[src/rtl/fir_pkg.sv]
// Shared types and helpers for the FIR chain (fir_filter -> fir_decimator).
package fir_pkg;

  localparam int SAMPLE_W = 16;

  typedef logic signed [SAMPLE_W-1:0] sample_t;

  // Rounding arithmetic right shift: adds half an LSB of the result, then
  // shifts, so ties round toward +inf (round-half-up). sh == 0 is identity.
  function automatic logic signed [31:0] round_shift(input logic signed [31:0] v,
                                                     input int unsigned      sh);
    logic signed [31:0] half;
    if (sh == 0) begin
      return v;
    end
    half = 32'sd1 <<< (sh - 1);
    return (v + half) >>> sh;
  endfunction

endpackage

[src/rtl/sample_fifo.sv]
// Small synchronous FIFO. Pop on empty and push on full are ignored, except
// that a push on full succeeds when a pop frees the slot in the same cycle.
// The head is forced to zero while empty so the output is clean after reset.
module sample_fifo #(
  parameter int WIDTH = 16,
  parameter int DEPTH = 4
) (
  input  logic             clk,
  input  logic             reset,
  input  logic             push_i,
  input  logic             pop_i,
  input  logic [WIDTH-1:0] data_i,
  output logic             full_o,
  output logic             empty_o,
  output logic [WIDTH-1:0] data_o
);

  localparam int AW = (DEPTH > 1) ? $clog2(DEPTH) : 1;

  logic [WIDTH-1:0] mem_q [DEPTH];
  logic [AW-1:0]    wr_q, wr_d;
  logic [AW-1:0]    rd_q, rd_d;
  logic [AW:0]      cnt_q, cnt_d;
  logic             do_push, do_pop;

  assign full_o  = (cnt_q == (AW+1)'(DEPTH));
  assign empty_o = (cnt_q == '0);
  assign do_pop  = pop_i && !empty_o;
  assign do_push = push_i && (!full_o || do_pop);
  assign data_o  = empty_o ? '0 : mem_q[rd_q];

  // Next-state for pointers and occupancy; pointers wrap modulo DEPTH.
  always_comb begin
    wr_d  = wr_q;
    rd_d  = rd_q;
    cnt_d = cnt_q;
    if (do_push) wr_d = (wr_q == AW'(DEPTH - 1)) ? '0 : wr_q + AW'(1);
    if (do_pop)  rd_d = (rd_q == AW'(DEPTH - 1)) ? '0 : rd_q + AW'(1);
    case ({do_push, do_pop})
      2'b10:   cnt_d = cnt_q + (AW+1)'(1);
      2'b01:   cnt_d = cnt_q - (AW+1)'(1);
      default: cnt_d = cnt_q;
    endcase
  end

  // Pointer/count state with synchronous active-low reset.
  always_ff @(posedge clk) begin
    if (!reset) begin
      wr_q  <= '0;
      rd_q  <= '0;
      cnt_q <= '0;
    end else begin
      wr_q  <= wr_d;
      rd_q  <= rd_d;
      cnt_q <= cnt_d;
    end
  end

  // Storage needs no reset: the head is masked while empty.
  always_ff @(posedge clk) begin
    if (reset && do_push) mem_q[wr_q] <= data_i;
  end

endmodule

[src/rtl/fir_decimator.sv]
// Decimate-by-2^LOG2_DECIM after fir_filter: rounded boxcar average of each
// group of D samples, delivered through an output FIFO with a sticky
// overflow flag when a result must be dropped.
module fir_decimator
  import fir_pkg::*;
#(
  parameter int DATA_W     = SAMPLE_W,
  parameter int LOG2_DECIM = 2,
  parameter int FIFO_DEPTH = 4
) (
  input  logic                     clk,
  input  logic                     reset,
  input  logic signed [DATA_W-1:0] x_in,
  input  logic                     x_valid,
  output logic signed [DATA_W-1:0] m_data,
  output logic                     m_valid,
  input  logic                     m_ready,
  output logic                     overflow
);

  localparam int D     = 1 << LOG2_DECIM;
  localparam int ACC_W = DATA_W + LOG2_DECIM;
  localparam int PH_W  = (LOG2_DECIM > 0) ? LOG2_DECIM : 1;

  logic [PH_W-1:0]         phase_q, phase_d;
  logic signed [ACC_W-1:0] acc_q, acc_d;
  logic signed [ACC_W-1:0] sum;
  logic [DATA_W-1:0]       result;
  logic                    last, push, pop, drop, full, empty;
  logic                    ovf_q, ovf_d;
  logic [DATA_W-1:0]       head;

  assign last   = (phase_q == PH_W'(D - 1));
  assign sum    = acc_q + ACC_W'(x_in);
  // Average of D samples of DATA_W bits always fits back in DATA_W.
  assign result = DATA_W'(round_shift(32'(sum), LOG2_DECIM));

  assign push = x_valid && last;
  assign pop  = m_valid && m_ready;
  // A full FIFO only loses the result if nothing leaves the same cycle.
  assign drop = push && full && !pop;

  // Phase/accumulator/overflow next state; phase only moves on valid samples.
  always_comb begin
    phase_d = phase_q;
    acc_d   = acc_q;
    ovf_d   = ovf_q || drop;
    if (x_valid) begin
      if (last) begin
        phase_d = '0;
        acc_d   = '0;
      end else begin
        phase_d = phase_q + PH_W'(1);
        acc_d   = sum;
      end
    end
  end

  // Group state; reset discards any partial sum.
  always_ff @(posedge clk) begin
    if (!reset) begin
      phase_q <= '0;
      acc_q   <= '0;
      ovf_q   <= 1'b0;
    end else begin
      phase_q <= phase_d;
      acc_q   <= acc_d;
      ovf_q   <= ovf_d;
    end
  end

  sample_fifo #(
    .WIDTH (DATA_W),
    .DEPTH (FIFO_DEPTH)
  ) u_fifo (
    .clk     (clk),
    .reset   (reset),
    .push_i  (push),
    .pop_i   (pop),
    .data_i  (result),
    .full_o  (full),
    .empty_o (empty),
    .data_o  (head)
  );

  assign m_valid  = !empty;
  assign m_data   = head;
  assign overflow = ovf_q;

endmodule

[config.mk]
export PLATFORM = sky130hd
export DESIGN_NAME = fir_decimator
export DESIGN_NICKNAME = d
export VERILOG_FILES = /design/src/rtl/fir_pkg.sv /design/src/rtl/sample_fifo.sv /design/src/rtl/fir_decimator.sv
export SDC_FILE = /design/constraint.sdc
export NUM_CORES = 1
export LEC_CHECK = 0
export CORE_MARGIN = 2
export CORE_UTILIZATION = 50
export DETAILED_ROUTE_END_ITERATION = 7
export PLACE_DENSITY = 0.67
export REMOVE_ABC_BUFFERS = 1
export SLEW_MARGIN = 20
export SYNTH_ARGS = -nofsm -noshare
export SYNTH_HDL_FRONTEND = slang
export SYNTH_HIERARCHICAL = 1
export SYNTH_SLANG_ARGS = --single-unit
[constraint.sdc]
create_clock -name clk -period 4.7 [get_ports clk]
set_input_delay 1.175 -clock clk [delete_from_list [all_inputs] [get_ports clk]]
set_output_delay 1.175 -clock clk [all_outputs]
set_load 0.02 [all_outputs]
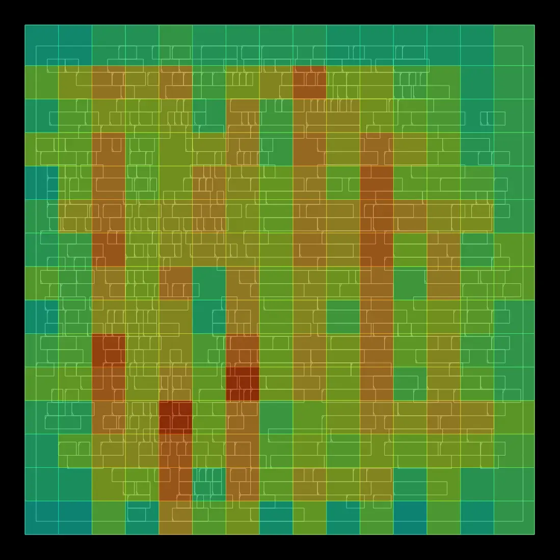
**Above:** run 1 (routing congestion).
final core utilization: 0.5895
average wire per standard cell: 15.86 um
met2 Use GR: 0.2764
Most Crowded Layer GR: met2
met1 Resource Use GR: 0.2448

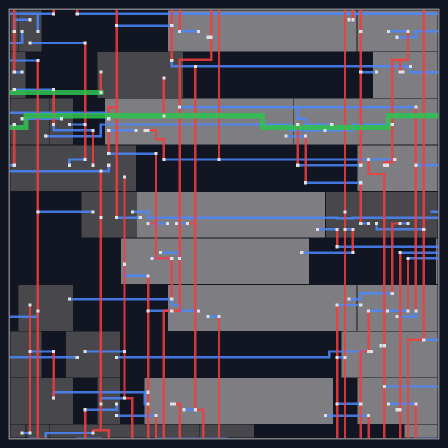
**Above:** run 1 (layout detail).
Window x 40 to 65, y 40 to 65 um. Cells in grey, sequential cells in the stronger grey; small squares are vias.
Key: green = M3; blue = M1; red = M2
Most frequent: edfxtp_1 (8), nand2_1 (3). Netlist names of flops here include u_fifo/mem_q (8). 21 logic cells have their middle in the window. Sequential cells in the window: 8.

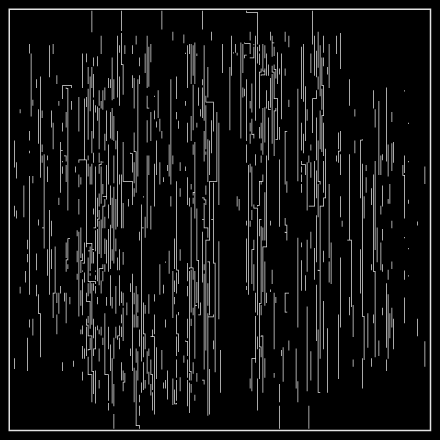
**Above:** run 1 (the metal 2 layer).
Scale: 4 px per um.
The layer carries 4360 um of wire. The longest straight run is 39.1 um. The wires run mostly vertical. 399 nets have wire on it.
routed vias: 3158
Routed WL: 9185 um

## run 1: stage by stage
step | total power [mW] | setup WS (ns) | utilization
floorplan | 1.353 | 0.8591 | -
global placement | 1.463 | 0.2981 | 0.5697
detailed placement | 1.476 | 0.2436 | 0.5697
CTS | 1.987 | 0.6373 | 0.5895
global route | 2.072 | 0.4018 | 0.5895
finish | 1.964 | 0.6239 | 0.5895
## run 1: sequential cells by signal (all words and copies together) (netlist names), named ones only
register / count
phase_q: 2
u_fifo/cnt_q: 3
u_fifo/wr_q: 2
acc_q: 18
u_fifo/rd_q: 2
overflow: 1
u_fifo/mem_q: 64
## run 1: final timing paths
| path | start | end | slack (ns) | cells after the start |
|---|---|---|---|---|
| worst max-delay path | x_in[0] | u_fifo/mem_q[0][14]$_DFFE_PP_ | 0.62 | 11 |
| worst min register to register | overflow$_SDFF_PN0_ | overflow$_SDFF_PN0_ | 0.47 | 1 |
| worst max register to register | acc_q[0]$_SDFFE_PN0P_ | u_fifo/mem_q[0][14]$_DFFE_PP_ | 1.55 | 10 |
| worst min-delay path | overflow$_SDFF_PN0_ | overflow$_SDFF_PN0_ | 0.47 | 1 |
## run 1: area by class of cell
class / instances / area (um^2) / share of cell area
Clock buffer: 10 / 148.9 / 0.02572
Clock inverter: 6 / 45.04 / 0.007782
Inverter: 13 / 48.80 / 0.008431
Multi-Input combinational cell: 281 / 2449 / 0.4230
Sequential cell: 94 / 2522 / 0.4358
Tap cell: 133 / 166.4 / 0.02875
Timing Repair Buffer: 42 / 407.9 / 0.07047
## run 1: worst register-to-register path: stages, from the launching register on
cell      delay [ns]
dfxtp_1         0.32
ha_1            0.22
fa_1            0.43
a211oi_1        0.37
o211ai_2        0.15
and2_1          0.19
a221oi_2        0.34
o211a_4         0.23
nand3_4         0.09
nor4_1          0.36
xnor2_1         0.16
## run 1: cell usage in the layout (no fill, tap or decap), drive strengths merged, types with 3 or more instances in the layout
master	Yosys	routed
nand2	24	24
o21a	4	4
clkdlybuf4s50	0	37
nand2b	3	3
edfxtp	64	64
o21ai	11	11
and2	9	9
and2b	5	5
xor2	14	14
and3	5	5
dfxtp	30	30
ha	25	25
nor2	20	20
xnor2	19	19
a21oi	18	18
inv	13	13
a22oi	8	8
clkbuf	8	10
a21boi	4	4
a21o	6	6
mux4	16	16
mux2i	4	4
o211ai	4	4
nor3	7	7
a2111oi	3	3
buf	5	5
nand3	10	10
clkinvlp	0	3
a211oi	5	5
nand4	3	3
nor2b	28	28
clkinv	0	3
## run 1: per-layer routing
metal | GRT usage | vias to the layer above
li1 | - | 1577
met1 | 0.2448 | 1514
met2 | 0.2764 | 57
met3 | 0.02246 | 10
met4 | 0.06571 | 0
met5 | 0 | -
## run 1: power breakdown
group / internal, mW / switching (mW)
Combinational: 0.189 / 0.290
Clock: 0.225 / 0.281
Sequential: 0.965 / 0.0127
## run 1: cells by family (layout without fill, tap and decap cells)
group | after synthesis | in the layout | synth area share
mux | 21 | 21 | 0.08372
xor+xnor | 33 | 33 | 0.05966
simple gates | 123 | 123 | 0.1544
buf+inv | 26 | 71 | 0.02578
flops | 94 | 94 | 0.4950
fa+ha+maj | 27 | 27 | 0.06924
compound gates | 77 | 77 | 0.1122
==> out/qor.yml, run 1 <==
status:
  status: "finished clean"
detailed_routing:
  route.met2.wl_um: 4361
  first_pass_iters: 5
  ant_nets: 0
  remaining_drc_errors: 0
global_routing:
  grt_overflow: 0
  antenna_found_initial: 0
  grt_pass1_vias: 3017
setup_path:
  critical_path.top_delay_family: "AND-OR/OR-AND gates"
  max_stage_delay_ns: 0.43
  cp_cell_sequence: "clkdlybuf4s50_1 > ha_1 > fa_1 > a211oi_1 > o211ai_2 > and2_1 > a221oi_2 > o211a_4 > nand3_4 > nor4_1 > xnor2_1"
  critical_path_buf_inv_count: 1
  worstPathArrival_ns: 4.15
synth:
  top_cell: "edfxtp_1"
  synth_top_cell_by_area: "edfxtp_1"
  syn_area_um2: 5096
  yosys.area.top_type_share: 0.3771
  ys_area_um2: 5096
sta:
  tns_ns: 0
  rsz0062_at_grt: "no"
  skew_ns: 0.01144
layout:
  diodes: 0
  fin_area_um2: 5788
cts:
  cts.reportedPaths.clkPinSlew_ns: 0.09
  hold_buffers: 0
  clockBufferDepth: 2
power_and_ir_drop:
  peakVddDrop_v: 0.0001777
  leakage_nw: 2.095
  p_per_area_nw_per_um2: 339.3
placed_design:
  hpwlAfterDp_um: 6638
  dp.cells: 563
min_path:
  hp-class: "register to register"
floorplanning:
  initCoreUtil: 0.5190
**Run 1: where the registers sit**

Scale: 4 px per um.
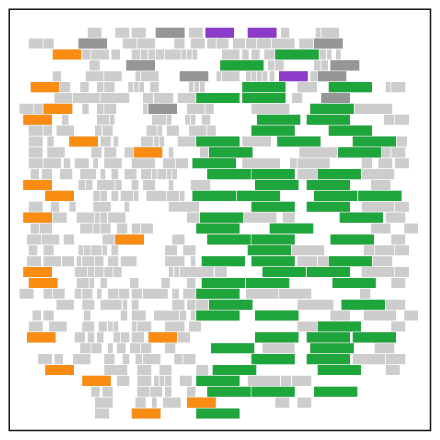

--- run 2 (diff from run 1) ---
- CELL_PAD_IN_SITES_DETAIL_PLACEMENT: not set -> 1
- CELL_PAD_IN_SITES_GLOBAL_PLACEMENT: not set -> 1
- CORE_UTILIZATION: 50 -> 48
- PLACE_DENSITY: 0.67 -> 0.77
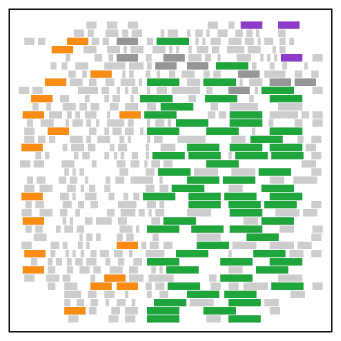
**Above:** run 2 (where the registers sit).
Scale: 3 px per um.
Key: purple = u_fifo/cnt_q [flops 3]; orange = acc_q [flops 18]; green = u_fifo/mem_q [flops 64]
final core utilization: 0.5604
register area: 2522 um^2
Seq area share: 0.4360

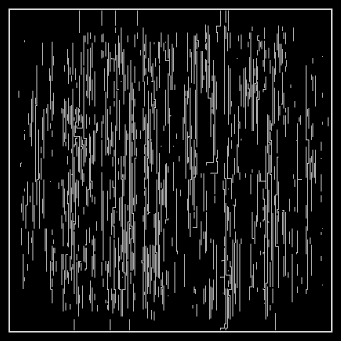
**Above:** run 2 (the metal 2 layer).
Scale: 3 px per um.
The wires run mostly vertical. 444 nets have wire on it. The layer holds 49% of the routed length. The longest straight run is 55.2 um.
met2 Use GR: 0.3531
Routed WL: 11020 um
routed vias: 3278

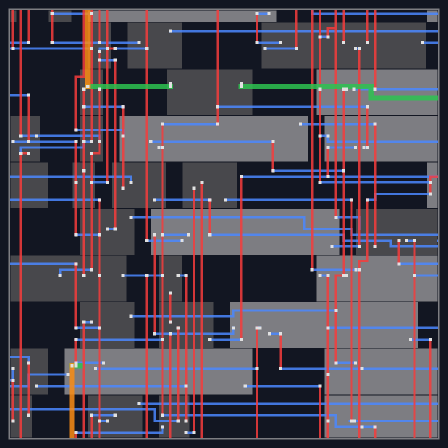
**Above:** run 2 (layout detail).
Window x 41 to 66, y 41 to 66 um. Cells in grey, sequential cells in the stronger grey; small squares are vias.
Key: orange = M4; green = M3; red = M2; blue = M1
Most frequent: edfxtp_1 (9), xnor2_1 (5), nand2_1 (3). Sequential cells in the window: 9. 29 logic cells have their middle in the window. Netlist names of flops here include u_fifo/mem_q (9).

==> out/qor.yml, run 2 <==
power_and_ir_drop:
  p_per_area_nw_per_um2: 337.0  # -0.67%
layout:
  largest_reg_flops: 64  # unchanged
  reg.largest.list: "u_fifo/mem_q (64), acc_q (18), u_fifo/cnt_q (3)"
  regMostFlops: "u_fifo/mem_q"
  lay_top_cells: "edfxtp_1 (64), clkdlybuf4s50_1 (37), dfxtp_1 (30), ha_1 (25), nand2_1 (24)"
  layout.cells.most_common: "edfxtp_1"
cts:
  hold_buffers: 0  # unchanged
  clockBufferDepth: 2  # unchanged
  cts.reportedPaths.clkPinSlew_ns: 0.09  # about the same
global_routing:
  grt_pass1_vias: 3523  # +17%
  met1_usage: 0.2641  # +0.01931
  antenna_found_initial: 0  # unchanged
  met3_usage: 0.02553  # +0.003074
  grt_overflow: 0  # unchanged
detailed_routing:
  remaining_drc_errors: 0  # unchanged
  ant_nets: 0  # unchanged
floorplanning:
  initCoreUtil: 0.4936  # -0.02535
synth:
  syn_area_um2: 5096  # unchanged
  yosys.area.top_type_share: 0.3771  # unchanged
  top_cell: "edfxtp_1"
  mux_area_frac: 0.08372  # unchanged
  simple_gate_share: 0.1544  # unchanged
  adder_share: 0.06924  # unchanged
  aoi_share: 0.1122  # unchanged
sta:
  tns_ns: 0  # unchanged
  skew_ns: 0.01377  # +0.002325 ns
  rsz0062_at_grt: "no"
status:
  status: "finished clean"
min_path:
  holdPathStages: 1  # unchanged
setup_path:
  worstPathArrival_ns: 4.26  # +0.11 ns
  reg2regPathDepth: 10  # unchanged
  path_depth: 11  # unchanged
run 2: worst paths after layout:
path         slack, ns                            end                  start
max               0.53  u_fifo/mem_q[1][14]$_DFFE_PP_                x_in[0]
min               0.50            overflow$_SDFF_PN0_    overflow$_SDFF_PN0_
min reg2reg       0.50            overflow$_SDFF_PN0_    overflow$_SDFF_PN0_
max reg2reg       1.45  u_fifo/mem_q[1][14]$_DFFE_PP_  acc_q[0]$_SDFFE_PN0P_
run 2: logic make-up (layout without fill, tap and decap cells):
family	count (synthesis)	after routing
multiplexers	21	21
AND/OR/NAND/NOR	123	123
flip-flops	94	94
AND-OR/OR-AND	77	77
buffers and inverters	26	75
XOR/XNOR	33	33
adder cells (fa/ha/maj)	27	27
run 2: per-layer routing:
| layer | wire length [um] | vias to the layer above |
|---|---|---|
| li1 | - | 1573 |
| met1 | 5044 | 1634 |
| met5 | 0 | - |
| met2 | 5431 | 57 |
| met4 | 224 | 0 |
| met3 | 316 | 14 |
run 2: per-stage QoR:
stage | setup slack (ns) | hold slack (ns) | power [mW] | area (um^2) | std cells
after floorplan | 0.8591 | 0.4642 | 1.353 | 5014 | 388
after detailed placement | 0.1286 | 0.4821 | 1.495 | 5628 | 570
final | 0.5292 | 0.4976 | 1.950 | 5786 | 586
after CTS | 0.5264 | 0.5031 | 1.956 | 5786 | 586
after global placement | 0.2823 | 0.4478 | 1.466 | 5628 | 570
after global routing | 0.3501 | 0.5198 | 2.037 | 5786 | 586
run 2: final cells by class:
cell class,instances,area (um^2)
Multi-Input combinational cell,281,2449
Timing Repair Buffer,46,437.9
Inverter,13,48.80
Clock buffer,11,131.4
Tap cell,136,170.2
Fill cell,1066,4538
Sequential cell,94,2522
Clock inverter,5,26.28
run 2: worst register-to-register path, delay by kind of cell, from the launching register on:
kind            cells  cell delay [ns]
compound gates      4             1.14
xor+xnor            1             0.18
fa+ha+maj           2             0.66
flops               1             0.32
simple gates        3             0.68
run 2: power breakdown:
group / internal, mW / leakage (nW) / switching, mW / total (mW)
Sequential: 0.966 / 0.821 / 0.0139 / 0.979
Clock: 0.189 / 0.0821 / 0.282 / 0.470
Combinational: 0.191 / 1.21 / 0.310 / 0.500
No activity file was given, so power comes from the tool's default toggle rates.
